--- src/rtl/ctrl_pkg.sv ---
// Shared definitions for the control sequencer.
// Holds the opcode map, ALU operation codes, the bit positions of the
// bus_sel / reg_in strobe vectors, the FSM state encoding and a few small
// decode helpers used by the top level.
package ctrl_pkg;

  // Instruction opcodes, IR[31:27]
  localparam logic [4:0] OP_ADD  = 5'h00;
  localparam logic [4:0] OP_SUB  = 5'h01;
  localparam logic [4:0] OP_AND  = 5'h02;
  localparam logic [4:0] OP_OR   = 5'h03;
  localparam logic [4:0] OP_SHL  = 5'h04;
  localparam logic [4:0] OP_SHR  = 5'h05;
  localparam logic [4:0] OP_NOT  = 5'h06;
  localparam logic [4:0] OP_NEG  = 5'h07;
  localparam logic [4:0] OP_MFHI = 5'h08;
  localparam logic [4:0] OP_MFLO = 5'h09;
  localparam logic [4:0] OP_NOP  = 5'h0A;
  localparam logic [4:0] OP_HALT = 5'h0B;

  // ALU opSelect codes
  localparam logic [3:0] ALU_ADD = 4'h0;
  localparam logic [3:0] ALU_SUB = 4'h1;
  localparam logic [3:0] ALU_AND = 4'h2;
  localparam logic [3:0] ALU_OR  = 4'h3;
  localparam logic [3:0] ALU_SHL = 4'h4;
  localparam logic [3:0] ALU_SHR = 4'h5;
  localparam logic [3:0] ALU_NOT = 4'h6;
  localparam logic [3:0] ALU_NEG = 4'h7;
  localparam logic [3:0] ALU_INC = 4'h8;

  // Strobe bit positions; bus_sel and reg_in share indices 0..22,
  // bus_sel adds the TB driver at 23.
  localparam int B_RLO = 0;
  localparam int B_RHI = 1;
  localparam int B_MAR = 2;
  localparam int B_RZ  = 3;
  localparam int B_RY  = 4;
  localparam int B_IR  = 5;
  localparam int B_PC  = 6;
  localparam int B_R0  = 7;
  localparam int B_TB  = 23;

  // FSM state encoding
  localparam logic [3:0] S_IDLE    = 4'd0;
  localparam logic [3:0] S_FETCH_A = 4'd1;
  localparam logic [3:0] S_FETCH_M = 4'd2;
  localparam logic [3:0] S_PC_INC  = 4'd3;
  localparam logic [3:0] S_PC_WB   = 4'd4;
  localparam logic [3:0] S_DECODE  = 4'd5;
  localparam logic [3:0] S_EX_A    = 4'd6;
  localparam logic [3:0] S_EX_OP   = 4'd7;
  localparam logic [3:0] S_EX_WB   = 4'd8;
  localparam logic [3:0] S_MV      = 4'd9;
  localparam logic [3:0] S_HALTED  = 4'd10;
  localparam logic [3:0] S_FAULT   = 4'd11;

  function automatic logic [23:0] bus_bit(input int idx);
    return 24'd1 << idx;
  endfunction

  function automatic logic [22:0] reg_bit(input int idx);
    return 23'd1 << idx;
  endfunction

  function automatic logic is_alu_op(input logic [4:0] op);
    return (op <= OP_NEG);
  endfunction

  function automatic logic [3:0] alu_code(input logic [4:0] op);
    case (op)
      OP_SUB:  return ALU_SUB;
      OP_AND:  return ALU_AND;
      OP_OR:   return ALU_OR;
      OP_SHL:  return ALU_SHL;
      OP_SHR:  return ALU_SHR;
      OP_NOT:  return ALU_NOT;
      OP_NEG:  return ALU_NEG;
      default: return ALU_ADD;
    endcase
  endfunction

endpackage

--- src/rtl/alu_waiter.sv ---
// ALU handshake helper for the control sequencer.
// While the FSM sits in an ALU state (active=1) it emits a single start
// pulse on the first cycle, then samples finished from the following cycle
// on. A wait-cycle counter raises timeout on the ALU_TIMEOUT-th wait cycle
// that sees no finished.
// Ports:
//   clock     in  rising-edge clock
//   clear     in  asynchronous active-low reset
//   active    in  FSM is in PC_INC or EX_OP
//   finished  in  ALU result valid this cycle
//   start     out one-cycle start pulse
//   done      out finished seen during the wait (not on the start cycle)
//   timeout   out wait budget exhausted without finished
module alu_waiter #(
  parameter int ALU_TIMEOUT = 64
) (
  input  logic clock,
  input  logic clear,
  input  logic active,
  input  logic finished,
  output logic start,
  output logic done,
  output logic timeout
);

  localparam int CW = $clog2(ALU_TIMEOUT + 1);
  localparam logic [CW-1:0] LAST = CW'(ALU_TIMEOUT - 1);

  logic          busy;  // start already issued for the current ALU state
  logic [CW-1:0] cnt;   // wait cycles seen so far, excluding the current one

  assign start   = active & ~busy;
  // finished on the start cycle itself is ignored because busy is still 0
  assign done    = active & busy & finished;
  assign timeout = active & busy & ~finished & (cnt == LAST);

  always_ff @(posedge clock or negedge clear) begin
    if (!clear) begin
      busy <= 1'b0;
      cnt  <= '0;
    end else if (active && !done && !timeout) begin
      busy <= 1'b1;
      if (busy) cnt <= cnt + 1'b1;
    end else begin
      busy <= 1'b0;
      cnt  <= '0;
    end
  end

endmodule

--- src/rtl/control_sequencer.sv ---
// Hardwired control unit for the datapath.
// Sequences fetch (memory handshake), PC increment through the ALU, decode
// and execute of R-format ALU ops, MFHI/MFLO, NOP and HALT, and drives every
// bus driver select and register load strobe.
// Ports:
//   clock         in   rising-edge clock
//   clear         in   asynchronous active-low reset
//   run           in   level; permits leaving IDLE and continuing after an instruction
//   ir[31:0]      in   [31:27] opcode, [26:23] Ra, [22:19] Rb, [18:15] Rc
//   mem_ready     in   memory data valid on TB this cycle
//   alu_finished  in   ALU_Z valid this cycle
//   bus_sel[23:0] out  one-hot bus driver: TB, R15..R0, PC, IR, RY, RZ, MAR, RHI, RLO
//   reg_in[22:0]  out  load enables: R15..R0, PC, IR, RY, RZ, MAR, RHI, RLO
//   alu_op[3:0]   out  ALU opSelect, held through the ALU wait
//   alu_start     out  one-cycle ALU start pulse
//   rz_capture    out  RZ loads ALU_Z
//   mem_read      out  read request at MAR, held until mem_ready
//   halted        out  HALT executed (sticky until reset)
//   fault         out  illegal opcode or ALU timeout (sticky until reset)
module control_sequencer
  import ctrl_pkg::*;
#(
  parameter int ALU_TIMEOUT = 64,
  parameter int OPW         = 5
) (
  input  logic        clock,
  input  logic        clear,
  input  logic        run,
  input  logic [31:0] ir,
  input  logic        mem_ready,
  input  logic        alu_finished,
  output logic [23:0] bus_sel,
  output logic [22:0] reg_in,
  output logic [3:0]  alu_op,
  output logic        alu_start,
  output logic        rz_capture,
  output logic        mem_read,
  output logic        halted,
  output logic        fault
);

  logic [3:0]     state;
  logic [3:0]     next;
  logic [OPW-1:0] opcode;
  logic [3:0]     ra;
  logic [3:0]     rb;
  logic [3:0]     rc;
  logic           active;
  logic           start;
  logic           done;
  logic           timeout;
  logic           unused_ir;

  assign opcode    = ir[31 -: OPW];
  assign ra        = ir[26:23];
  assign rb        = ir[22:19];
  assign rc        = ir[18:15];
  assign unused_ir = ^ir[14:0];

  assign active = (state == S_PC_INC) || (state == S_EX_OP);

  alu_waiter #(
    .ALU_TIMEOUT(ALU_TIMEOUT)
  ) u_waiter (
    .clock    (clock),
    .clear    (clear),
    .active   (active),
    .finished (alu_finished),
    .start    (start),
    .done     (done),
    .timeout  (timeout)
  );

  always_ff @(posedge clock or negedge clear) begin
    if (!clear) state <= S_IDLE;
    else        state <= next;
  end

  always_comb begin
    next = state;
    case (state)
      S_IDLE:    if (run) next = S_FETCH_A;
      S_FETCH_A: next = S_FETCH_M;
      S_FETCH_M: if (mem_ready) next = S_PC_INC;
      S_PC_INC: begin
        if (done)         next = S_PC_WB;
        else if (timeout) next = S_FAULT;
      end
      S_PC_WB:   next = S_DECODE;
      S_DECODE: begin
        if (is_alu_op(opcode))                           next = S_EX_A;
        else if (opcode == OP_MFHI || opcode == OP_MFLO) next = S_MV;
        else if (opcode == OP_NOP)                       next = run ? S_FETCH_A : S_IDLE;
        else if (opcode == OP_HALT)                      next = S_HALTED;
        else                                             next = S_FAULT;
      end
      S_EX_A:    next = S_EX_OP;
      S_EX_OP: begin
        if (done)         next = S_EX_WB;
        else if (timeout) next = S_FAULT;
      end
      S_EX_WB,
      S_MV:      next = run ? S_FETCH_A : S_IDLE;
      S_HALTED:  next = S_HALTED;
      S_FAULT:   next = S_FAULT;
      default:   next = S_FAULT;
    endcase
  end

  // Moore strobe decode; only the IR load and RZ capture look at the
  // handshake inputs so they fire exactly on the data-valid cycle.
  always_comb begin
    bus_sel    = '0;
    reg_in     = '0;
    alu_op     = ALU_ADD;
    alu_start  = 1'b0;
    rz_capture = 1'b0;
    mem_read   = 1'b0;
    halted     = 1'b0;
    fault      = 1'b0;
    case (state)
      S_FETCH_A: begin
        bus_sel = bus_bit(B_PC);
        reg_in  = reg_bit(B_MAR);
      end
      S_FETCH_M: begin
        mem_read = 1'b1;
        bus_sel  = bus_bit(B_TB);
        reg_in   = mem_ready ? reg_bit(B_IR) : '0;
      end
      S_PC_INC: begin
        bus_sel    = bus_bit(B_PC);
        alu_op     = ALU_INC;
        alu_start  = start;
        rz_capture = done;
      end
      S_PC_WB: begin
        bus_sel = bus_bit(B_RZ);
        reg_in  = reg_bit(B_PC);
      end
      S_EX_A: begin
        bus_sel = bus_bit(B_R0 + int'(rb));
        reg_in  = reg_bit(B_RY);
      end
      S_EX_OP: begin
        // ALU B operand comes straight off the bus, so Rc stays driven
        bus_sel    = bus_bit(B_R0 + int'(rc));
        alu_op     = alu_code(opcode);
        alu_start  = start;
        rz_capture = done;
      end
      S_EX_WB: begin
        bus_sel = bus_bit(B_RZ);
        reg_in  = reg_bit(B_R0 + int'(ra));
      end
      S_MV: begin
        bus_sel = (opcode == OP_MFHI) ? bus_bit(B_RHI) : bus_bit(B_RLO);
        reg_in  = reg_bit(B_R0 + int'(ra));
      end
      S_HALTED: halted = 1'b1;
      S_FAULT:  fault  = 1'b1;
      default: ;
    endcase
  end

endmodule

--- config.mk ---
export PLATFORM = sky130hd
export DESIGN_NAME = control_sequencer
export DESIGN_NICKNAME = d
export VERILOG_FILES = /design/src/rtl/ctrl_pkg.sv /design/src/rtl/alu_waiter.sv /design/src/rtl/control_sequencer.sv
export SDC_FILE = /design/constraint.sdc
export NUM_CORES = 1
export LEC_CHECK = 0
export CAP_MARGIN = 15
export CORE_MARGIN = 3
export CORE_UTILIZATION = 35
export CTS_CLUSTER_DIAMETER = 50
export DETAILED_ROUTE_END_ITERATION = 10
export PLACE_DENSITY = 0.81
export SLEW_MARGIN = 15
export SYNTH_ARGS = -nofsm -noshare
export SYNTH_HDL_FRONTEND = slang
export SYNTH_SLANG_ARGS = --single-unit
--- constraint.sdc ---
create_clock -name clock -period 1.9 [get_ports clock]
set_clock_uncertainty 0.05 [all_clocks]
set_input_delay 0.475 -clock clock [delete_from_list [all_inputs] [get_ports clock]]
set_output_delay 0.475 -clock clock [all_outputs]
set_load 0.005 [all_outputs]
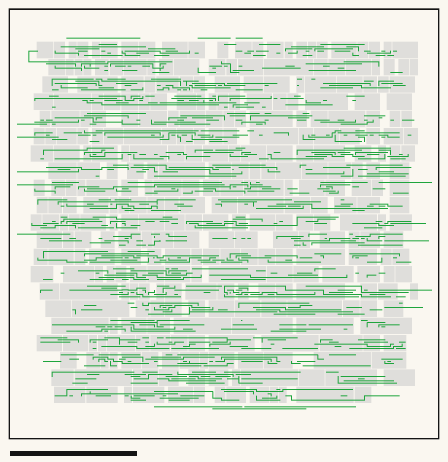
run_1/layer_met1.png
The bar under the picture is 20 um long. Cells faint in the background.
The longest straight run is 22.1 um. The wires run mostly horizontal. The layer carries 2850 um of wire. The layer holds 35% of the routed length.

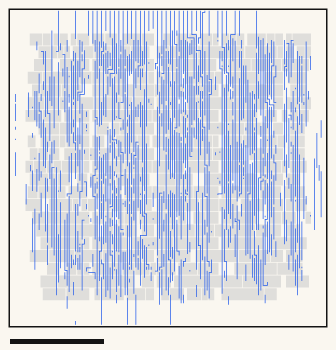
run_1/layer_met2.png
The bar under the picture is 20 um long. Cells faint in the background.
The layer carries 3990 um of wire. The wires run mostly vertical. The layer holds 49% of the routed length. 345 nets have wire on it.

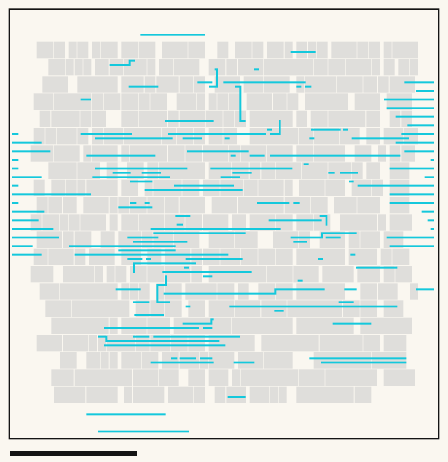
run_1/layer_met3.png
The bar under the picture is 20 um long. Cells faint in the background.
The layer holds 9.8% of the routed length. The longest straight run is 26.2 um. The layer carries 804 um of wire. The wires run mostly horizontal. 104 nets have wire on it.

==> run summary, run 1 <==
impl run done, here's what came out: status finished with violations, violations in the final reports negative setup slack, CTS Hold Bufs 0, via/cell ratio between 5 and 6, violation tally from detailed-route iteration zero around 180, commonest cells in the netlist sky130_fd_sc_hd__nor2_1 (44), sky130_fd_sc_hd__nor3_1 (15), sky130_fd_sc_hd__nand2_1 (13), number of top-level design ports 93, RSZ-0062 raised after global routing true, Skew-Pair Late Insertion Delay about 250 ps, number of instances in the synthesized netlist between 150 and 200, Worst EP required 1370 ps, warning total across the stage logs around 43, crit share post-route 125%, residual DRC count 0, Area leader share 22.7%, number of antenna cells inserted 0, Final Instance Area 3120 um2, EDFF count, synth 0, number of H-tree levels 1, area of the synthesized netlist per yosys stat 1320 um2, headroom to the max-slew limit a little over three fifths, data arrival time at the worst-slack endpoint ~1900 ps, area growth from synthesis to final layout 136%, max-cap violation count 0, post-route antenna net violation count 0, mean area per synthesized cell roughly 7.2 um2, number of warning messages in the yosys log 0, first-pass iteration count of the detailed router 5, most common logic cells in the final layout sky130_fd_sc_hd__buf_4 (53), sky130_fd_sc_hd__buf_2 (46), sky130_fd_sc_hd__buf_6 (41), path depth of the worst reg2reg path 9, crit-path max FO 3, ys cells 185, slowest cell on the critical path sky130_fd_sc_hd__dfrtp_1, core area about 3500 um2, Root Buffer sky130_fd_sc_hd__clkbuf_8, weighted congestion reported at the end of routability-driven placement 0.774, number of cells traversed by the worst hold path 2, placement-stage worst setup slack -988 ps, TritonCTS clock tree yes, Pleak around 1.5 nW, deepest clock path buffer count 2, final routed wirelength across all metal layers just over 8000 um, Final Worst Setup Slack -479 ps, number of antenna violations at the first check in global routing 0, critical path class flip-flop to output port, most used logic cell in the final layout sky130_fd_sc_hd__buf_4, Overall Global Routing Usage between 20 and 30%, final tally of hold violations 0, startpoint of the worst register-to-register path state[0]$_DFFE_PN0P_, Reg-to-Reg End state[0]$_DFFE_PN0P_, distinct cell type count after synthesis 52, most frequently used cell type in the post-synthesis netlist sky130_fd_sc_hd__nor2_1, register share after synthesis a little under a quarter, proportion of synthesized flip-flops having asynchronous set or reset 100%, Final nets roughly 380, detailed-route wire length per cell between 20 and 25 um, ys flops 12, IR Drop Worst-Case VDD 0.000847 V, main flop type sky130_fd_sc_hd__dfrtp_1, die y size between 60 and 70 um, horizontal die dimension slightly below 70 um, starting density of the core roughly 38%, ratio of cells with drive above 1 in the final layout approximately 68%, sequence of cells on the critical path buf_6 -> mux2i_4 -> nor3b_4 -> nand2_4 -> buf_6 -> buf_6 -> nor2_1 -> buf_2, Congestion Overflow GR 0, final tally of setup violations roughly 50, Final Critical Period 2380 ps, number of sinks on the clock net 12, transition at the pin with the smallest max-transition slack 552 ps, Max Freq 0.420 GHz, number of logic stages on the critical path including buffering 8, Yosys top cell by area sky130_fd_sc_hd__dfrtp_1, type of the most critical hold path flip-flop to flip-flop, buffers inserted by post-CTS timing repair 35, placed wire-length estimate roughly 3800 um, reg-to-reg setup timing slack -60 ps, critical path's most frequent cell sky130_fd_sc_hd__buf_6
-- run 1: stage by stage --
step	power [mW]	std cells	hold WS (ps)
global route	3.00	388	556
CTS	2.44	380	516
floorplan	0.951	190	129
detailed placement	1.63	342	504
global placement	1.61	342	472
finish	2.89	388	516
-- run 1: routing by layer --
metal,track usage [%],share of wire [%],vias up,wire length [um]
li1,-,-,955,-
met1,34.7,35,1082,2850
met2,53.2,49,191,3990
met3,5.49,9.8,54,804
met4,10.9,6.5,0,529
met5,0,0,-,0
-- run 1: report_power, final --
| group | switching [mW] | total, mW | internal, mW | leakage (nW) |
|---|---|---|---|---|
| logic | 1.05 | 2.20 | 1.15 | 1.33 |
| registers | 0.0888 | 0.399 | 0.310 | 0.156 |
| clock network | 0.107 | 0.291 | 0.184 | 0.0288 |
-- run 1: tightest hold or removal path, stage by stage (launching register included) --
cell,delay [ps]
sky130_fd_sc_hd__dfrtp_1,370
sky130_fd_sc_hd__xor2_1,70
sky130_fd_sc_hd__nor2_1,80
-- run 1: cells by family (layout without fill, tap and decap cells) --
logic type,count (synthesis),after routing,synth area share (%)
and+or+nand+nor,114,114,47.6
AOI/OAI and AO/OA,29,29,14.5
buffers and inverters,20,172,8.32
DFF,12,12,22.7
xor gates and xnor gates,5,5,3.31
muxes,3,3,2.36
adders and majority gates,1,1,0.945
other,1,6,0.283
-- run 1: layout make-up --
type	count	area, um2	share of cell area (%)
Inverter	6	22.5	0.721
Tap cell	46	57.6	1.84
Multi-Input combinational cell	158	1370	44.0
Timing Repair Buffer	162	1310	42.0
Clock buffer	4	55.1	1.76
Sequential cell	12	302	9.66
-- run 1: flip-flops by register name, indices dropped and copies added (netlist names) --
| name | cells |
|---|---|
| u_waiter.busy | 1 |
| u_waiter.cnt | 7 |
| state | 4 |
--- run 2 (diff from run 1) ---
--- a/config.mk
+++ b/config.mk
@@ -5,6 +5,7 @@
 export SDC_FILE = /design/constraint.sdc
 export NUM_CORES = 1
 export LEC_CHECK = 0
+export ABC_AREA = 0
 export CAP_MARGIN = 15
 export CORE_MARGIN = 3
 export CORE_UTILIZATION = 35
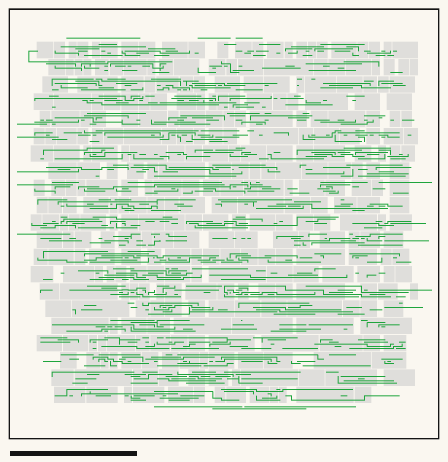
run_2/layer_met1.png
The bar under the picture is 20 um long. Cells faint in the background.
The longest straight run is 22.1 um. The layer carries 2850 um of wire. The wires run mostly horizontal. 331 nets have wire on it.

==> run 2 against run 1 <==
The flow still finishes with violations (negative setup slack). Critical endpoint unchanged. Synthesized area stayed put. Sequential share of layout area stayed put. Clock-buffer cell count stayed put. Sequential power hardly changed. First-iteration DRC count stayed put. Maximum frequency stayed put. Via count stayed put. Global-route usage stayed put. Highest routed layer unchanged. Sequential cell count stayed put.
==> run summary, run 2 <==
impl run done, here's what came out: Post-Route M1 WL 2850 um (unchanged), xor and xnor fraction of the mapped netlist area 3.31% (unchanged), WL met3 804 um (unchanged), area fraction in and, or, nand and nor cells after synthesis 47.6% (unchanged), first-pass GRT wire length 10400 um, post-route antenna net violation count 0 (unchanged), Pleak 1.51 nW (unchanged), horizontal die dimension 67.5 um (unchanged), net switching power figure 1.24 mW (unchanged), met2 usage in global routing 53.2% (unchanged), highest routed layer met4, max FFs per register 7 (unchanged), final tally of hold violations 0 (unchanged), area growth from synthesis to final layout 136% (unchanged), core area 3490 um2 (unchanged), proportion of synthesized flip-flops having asynchronous set or reset 100% (unchanged), ys cells 185 (unchanged), sum of negative setup slack -14780 ps, Root Buffer sky130_fd_sc_hd__clkbuf_8, Setup crit end kind output port, crit path launch type flip-flop, final core utilization roughly nine tenths, final routed wirelength across all metal layers 8180 um (unchanged), placed wire-length estimate 3760 um (unchanged), warning total across the stage logs 43 (unchanged), Clock transition at path regs approximately 60 ps, Overall Global Routing Usage 29.7% (unchanged), area share of fa/ha/maj cells after synthesis 0.945% (unchanged), smallest hold slack 516 ps (unchanged), slowest cell on the critical path sky130_fd_sc_hd__dfrtp_1, residual DRC count 0 (unchanged), area of the synthesized netlist per yosys stat 1320 um2 (unchanged), final tally of setup violations 49 (unchanged), switching part of the total power 43.0% (unchanged), ys flops 12 (unchanged), cell types with the largest area share after synthesis sky130_fd_sc_hd__dfrtp_1 (23%), sky130_fd_sc_hd__nor2_1 (12%), sky130_fd_sc_hd__nor3_1 (5.7%), sky130_fd_sc_hd__buf_4 (4.0%), sky130_fd_sc_hd__nand2_1 (3.7%), starting density of the core 37.9% (unchanged), post-synthesis instance area around 1300 um2, type of the most critical hold path flip-flop to flip-flop, number of H-tree levels 1 (unchanged), Critical Path End bus_sel[16], data arrival time at the worst-slack endpoint 1850 ps (about the same), ratio of cells with drive above 1 in the final layout 67.8% (unchanged), Final nets 381 (unchanged), count of final max-slew check failures 0, Power Dens Cells around 900 nW/um2, deepest clock path buffer count 2 (unchanged), detailed-routed wire length on met2 3990 um (unchanged), detailed-route wire length per cell 21.1 um (unchanged), number of buffers created by CTS 3, Reg-to-Reg End state[0]$_DFFE_PN0P_, headroom to the max-slew limit 63.1% (unchanged), number of instances in the synthesized netlist 185 (unchanged), register share after synthesis 22.7% (unchanged), most frequently used cell type in the post-synthesis netlist sky130_fd_sc_hd__nor2_1, combinational share of power 76.2% (about the same), number of port buffers 71, Skew-Pair Late Insertion Delay 250 ps (about the same), mean area per synthesized cell 7.16 um2 (unchanged), Max Freq 0.420 GHz (unchanged), EDFF count, synth 0 (unchanged), largest stage delay on the critical path 420 ps, layer with the highest usage after global routing met2, number of antenna violations at the first check in global routing 0 (unchanged), count of standard-cell rows 21, startpoint of the worst register-to-register path state[0]$_DFFE_PN0P_, number of warning messages in the yosys log 0 (unchanged), GR Util met1 34.7% (unchanged), Cells after DPL 342 (unchanged), Worst EP required 1370 ps (about the same), TritonCTS clock tree yes, critical path class flip-flop to output port, Area leader share 22.7% (unchanged), top flop regs u_waiter.cnt: 7 flops, state: 4 flops, u_waiter.busy: 1 flops, largest net degree at the start of global routing 13, critical path's most frequent cell sky130_fd_sc_hd__buf_6, via/cell ratio 5.88 (unchanged), most common logic cells in the final layout sky130_fd_sc_hd__buf_4 (53), sky130_fd_sc_hd__buf_2 (46), sky130_fd_sc_hd__buf_6 (41), number of buffer and inverter instances along the worst setup path 4, Final Critical Period 2380 ps (unchanged), register bank with the most flops u_waiter.cnt, multiplexer area fraction after synthesis 2.36% (unchanged), crit share post-route 125% (unchanged), path depth of the worst reg2reg path 9 (unchanged), die y size 67.5 um (unchanged), first-pass iteration count of the detailed router 5 (unchanged), post-placement cell area between 2000 and 2500 um2, distinct cell type count after synthesis 52 (unchanged), weighted congestion reported at the end of routability-driven placement 0.774 (unchanged), post-route insts no fill 388 (unchanged), Final Worst Setup Slack -479 ps (unchanged), crit-path max FO 3 (unchanged), status finished with violations, transition at the pin with the smallest max-transition slack 552 ps (unchanged), die area 4560 um2, max-cap violation count 0 (unchanged), portion of total power attributed to sequential cells 13.8% (about the same), main flop type sky130_fd_sc_hd__dfrtp_1, area fraction in compound gates 14.5% (unchanged), internal portion of total power 1.65 mW (unchanged), placement-stage worst setup slack -988 ps (unchanged), violations in the final reports negative setup slack, number of logic stages on the critical path including buffering 8 (unchanged), RSZ-0062 raised after global routing true, dominant combinational cell family by area after synthesis simple AND/OR/NAND/NOR gates, vias in the first global route between 2000 and 2500, Final Instance Area 3120 um2 (unchanged), Congestion Overflow GR 0 (unchanged), CTS Hold Bufs 0 (unchanged), IR Drop Worst-Case VDD 0.000847 V (unchanged), number of top-level design ports 93 (unchanged), Yosys top cell by area sky130_fd_sc_hd__dfrtp_1, share of power burned in the clock network 10.0% (about the same), sequence of cells on the critical path buf_6 -> mux2i_4 -> nor3b_4 -> nand2_4 -> buf_6 -> buf_6 -> nor2_1 -> buf_2, overall power after layout 2.89 mW (unchanged), most used logic cell in the final layout sky130_fd_sc_hd__buf_4, commonest cells in the netlist sky130_fd_sc_hd__nor2_1 (44), sky130_fd_sc_hd__nor3_1 (15), sky130_fd_sc_hd__nand2_1 (13), grt met3 use 5.49% (unchanged), reg-to-reg setup timing slack -60 ps (about the same), violation tally from detailed-route iteration zero 176 (unchanged), number of sinks on the clock net 12 (unchanged), number of antenna cells inserted 0 (unchanged), via count 2282, start point of the critical path state[0]$_DFFE_PN0P_
-- run 2: worst min path at each step --
stage | endpoint | slack (ps) | start | cells after the start
floorplan | state[0]$_DFFE_PN0P_ | 130 | clear | 0
global placement | u_waiter.cnt[6]$_DFFE_PN0P_ | 470 | u_waiter.cnt[6]$_DFFE_PN0P_ | 2
detailed placement | u_waiter.cnt[6]$_DFFE_PN0P_ | 500 | u_waiter.cnt[6]$_DFFE_PN0P_ | 2
CTS | u_waiter.cnt[6]$_DFFE_PN0P_ | 520 | u_waiter.cnt[6]$_DFFE_PN0P_ | 2
global route | u_waiter.cnt[3]$_DFFE_PN0P_ | 560 | clear | 1
finish | u_waiter.cnt[6]$_DFFE_PN0P_ | 520 | u_waiter.cnt[6]$_DFFE_PN0P_ | 2
-- run 2: layout make-up --
class / instances / area (um2)
Inverter: 6 / 22.5
Multi-Input combinational cell: 158 / 1370
Sequential cell: 12 / 302
Clock buffer: 4 / 55.1
Timing Repair Buffer: 162 / 1310
Tap cell: 46 / 57.6
Fill cell: 164 / 373
-- run 2: worst min-delay path, stage by stage, from the launching register on --
cell and delay [ps]:
sky130_fd_sc_hd__dfrtp_1 370, sky130_fd_sc_hd__xor2_1 70, sky130_fd_sc_hd__nor2_1 80
-- run 2: what timing repair did --
action / CTS / global route
pin swaps: 40 / 22
setup endpoints to repair: 50 / 51
setup buffers: 35 / 12
gates resized: 300 / 67
-- run 2: power by group through the flow --
| stage | Combinational (mW) | Sequential (mW) | Clock [mW] |
|---|---|---|---|
| global route | 2.29 | 0.403 | 0.308 |
| CTS | 1.77 | 0.379 | 0.287 |
| detailed placement | 1.26 | 0.375 | 0 |
| finish | 2.20 | 0.399 | 0.291 |
| floorplan | 0.598 | 0.353 | 0 |
| global placement | 1.23 | 0.374 | 0 |
No activity file was given, so power comes from the tool's default toggle rates.
